### M1 wires

The bar under the picture is 20 um long.
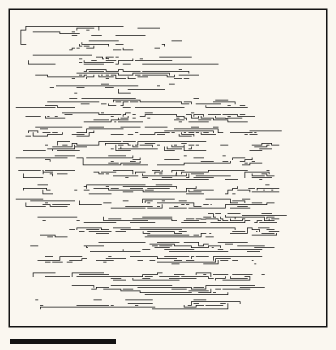
### Metal 2

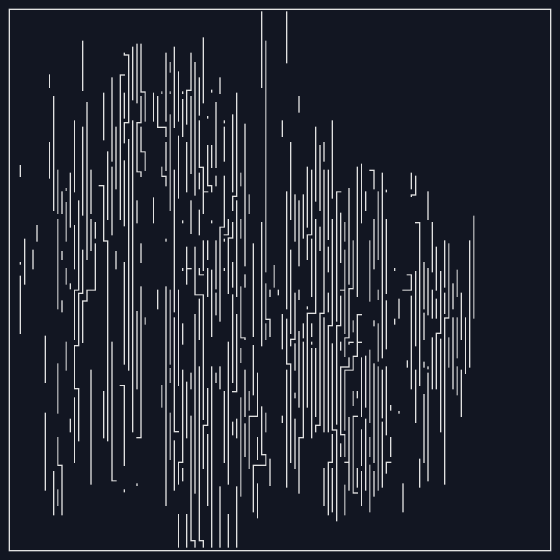
### M3 wires

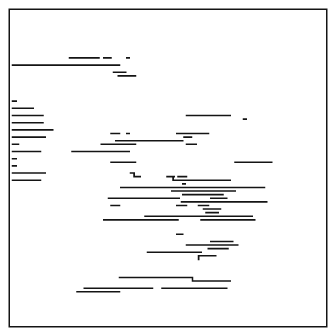
### Metal 4

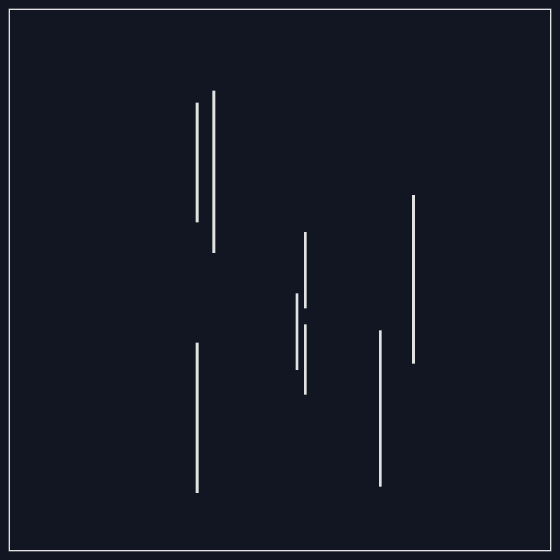
==> config.mk <==
export PLATFORM = sky130hd
export DESIGN_NAME = arbiter_encoder_flat
export DESIGN_NICKNAME = d
export VERILOG_FILES = /design/src/rtl/arbiter_encoder_pkg.sv /design/src/rtl/arbiter_encoder_if.sv /design/src/rtl/arbiter_encoder_decoder.sv /design/src/rtl/arbiter_encoder.sv /design/src/flat_wrapper.sv
export SDC_FILE = /design/constraint.sdc
export NUM_CORES = 1
export LEC_CHECK = 0
export CAP_MARGIN = 20
export CORE_MARGIN = 2
export CORE_UTILIZATION = 52
export DETAILED_ROUTE_END_ITERATION = 6
export PLACE_DENSITY = 0.83
export SYNTH_ARGS = -nofsm -noshare
export SYNTH_HDL_FRONTEND = slang
export SYNTH_SLANG_ARGS = --single-unit
==> constraint.sdc <==
create_clock -name clk -period 3.9 [get_ports clk]
set_input_delay 0.585 -clock clk [delete_from_list [all_inputs] [get_ports clk]]
set_output_delay 0.585 -clock clk [all_outputs]
set_load 0.01 [all_outputs]
==> flow report <==
STATUS
--------------------------------------------------------------------------------
Outcome                                                             finished clean

GLOBAL ROUTE
--------------------------------------------------------------------------------
Gr busiest metal                                                            met2
Global-route total usage across every layer                                26.6%
First-pass GRT wire length                                               7.15 mm
Number of antenna violations at the first check in global routing              0
Pin count of the biggest net entering global routing                          16

ROUTING
--------------------------------------------------------------------------------
Post-detailed-route DRC marker count                                           0

CELLS AND AREA
--------------------------------------------------------------------------------
FILL cells                                                                   252

TIMING
--------------------------------------------------------------------------------
Maximum operating frequency                                              293 MHz
Tightest slew margin relative to the limit                                 62.2%
Post-route clock period utilization                                        87.5%
Number of hold violations in the final report                                  0
Final sum of negative setup slack                                           0 ps
Final Skew                                                               7.86 ps

PLACEMENT
--------------------------------------------------------------------------------
Worst setup slack before clock tree synthesis                             543 ps
Detail Placement HPWL                                                    3.24 mm

CLOCKING
--------------------------------------------------------------------------------
Cells resized by post-CTS repair                                               0
Latency at later pin                                                      280 ps

YOSYS
--------------------------------------------------------------------------------
Synth async-reset ratio                                                     100%
Adder-Cell Fraction of Synth Area                                          3.10%
Simple-gate portion of the synthesized area                                20.9%
Sequential area share after synthesis                                      20.2%
Share of Yosys cell area claimed by the top area cell type                 20.2%
Largest cells by area                                               sky130_fd_sc_hd__dfrtp_1 20%, sky130_fd_sc_hd__mux4_2 13%, sky130_fd_sc_hd__mux2i_1 8.7%
Cells after synthesis                                                        170
Synth logic family                                                  multiplexers
Yosys top cell by instances                                         sky130_fd_sc_hd__mux2i_1

FLOORPLAN
--------------------------------------------------------------------------------
Die X-Extent                                                             59.7 um
Core outline area                                                      3000 um^2

POWER AND IR DROP
--------------------------------------------------------------------------------
Leakage component of the power                                       0.000735 uW
Design Power                                                             1850 uW
Power per cell area                                                 1000 nW/um^2
Maximum ir drop on the vdd rail                                         0.464 mV

SETUP PATH
--------------------------------------------------------------------------------
Setup crit start kind                                                   register
CP Class                                                              reg -> reg
Crit path buffers/inverters                                                    1
Worst path top cell family by delay                                 multiplexers
Kind of end point of the critical path                                  register
Reg2Reg Setup Slack                                                       490 ps

About 'M1 wires':
The wires run mostly horizontal. The layer carries 1730 um of wire.
routed wire length: 4.32 mm
routed vias: 1489
GRT met1 Usage: 36.1%

About 'Metal 2':
The layer holds 49% of the routed length. The wires run mostly vertical. 175 nets have wire on it. The longest straight run is 34.3 um.
met2 layer usage reported by global route: 42.7%

About 'M3 wires':
The wires run mostly horizontal. The layer carries 382 um of wire.
Global Route met3 Usage: 5.19%

About 'Metal 4':
The longest straight run is 18.4 um. The layer carries 106 um of wire. 8 nets have wire on it. The wires run mostly vertical. The layer holds 2.5% of the routed length.

==> cell usage in the layout (no fill, tap or decap), types with 3 or more instances in the layout <==
cell type	netlist	routed
sky130_fd_sc_hd__mux2i_1	14	14
sky130_fd_sc_hd__nand3_1	3	3
sky130_fd_sc_hd__xor2_1	4	4
sky130_fd_sc_hd__o21a_1	3	3
sky130_fd_sc_hd__nor3_1	4	4
sky130_fd_sc_hd__clkbuf_4	0	3
sky130_fd_sc_hd__nand2b_1	9	9
sky130_fd_sc_hd__o22ai_1	3	3
sky130_fd_sc_hd__mux4_2	9	9
sky130_fd_sc_hd__inv_1	8	8
sky130_fd_sc_hd__clkdlybuf4s50_1	0	22
sky130_fd_sc_hd__o21ai_1	4	4
sky130_fd_sc_hd__ha_1	4	4
sky130_fd_sc_hd__nor2_1	13	13
sky130_fd_sc_hd__o31ai_1	3	3
sky130_fd_sc_hd__a21oi_1	11	11
sky130_fd_sc_hd__nand2_1	11	11
sky130_fd_sc_hd__dfrtp_1	13	13
sky130_fd_sc_hd__o21ai_0	5	5
==> cell type report <==
cell class                      instances  area [um^2]  share of cell area [%]
Sequential cell                        13          325                    17.6
Timing Repair Buffer                   23          228                    12.3
Inverter                                8         30.0                    1.62
Multi-Input combinational cell        140         1200                    64.8
Tap cell                               33         41.3                    2.23
Clock buffer                            4         26.3                    1.42
==> worst reg2reg max path: stages, from the launching register on <==
cell                       delay (ps)
sky130_fd_sc_hd__dfrtp_1          610
sky130_fd_sc_hd__inv_1            130
sky130_fd_sc_hd__ha_1             670
sky130_fd_sc_hd__mux4_1           730
sky130_fd_sc_hd__mux2i_2          360
sky130_fd_sc_hd__o211ai_1         220
sky130_fd_sc_hd__nor3_4           350
sky130_fd_sc_hd__o21ai_1          110
sky130_fd_sc_hd__a21bo_1          180
==> metal layers <==
metal  routed length (um)  vias to the layer above  share of wire, %
met5                    0                        -                 0
li1                     -                      682                 -
met1                 1730                      694                40
met2                 2100                       94                49
met3                  381                       19               8.8
met4                  106                        0               2.5
==> kinds of logic (layout without fill, tap and decap cells) <==
logic type,after synthesis,count (layout)
AND-OR/OR-AND,45,45
XOR/XNOR,5,5
adder cells (fa/ha/maj),4,4
buffers and inverters,17,35
flip-flops,13,13
multiplexers,30,30
AND/OR/NAND/NOR,56,56
==> where the power goes <==
part	switching (uW)	internal (uW)	leakage, uW	total, uW
clock network	46.7	39.7	0.0000150	86.4
registers	103	184	0.000166	287
logic	807	668	0.000554	1480
==> per-stage QoR <==
| stage | instances | cell area [um^2] |
|---|---|---|
| floorplan | 170 | 1610 |
| global placement | 217 | 1820 |
| detailed placement | 217 | 1820 |
| CTS | 221 | 1850 |
| global route | 221 | 1850 |
| finish | 221 | 1850 |
Power and IR drop assume default switching activity.
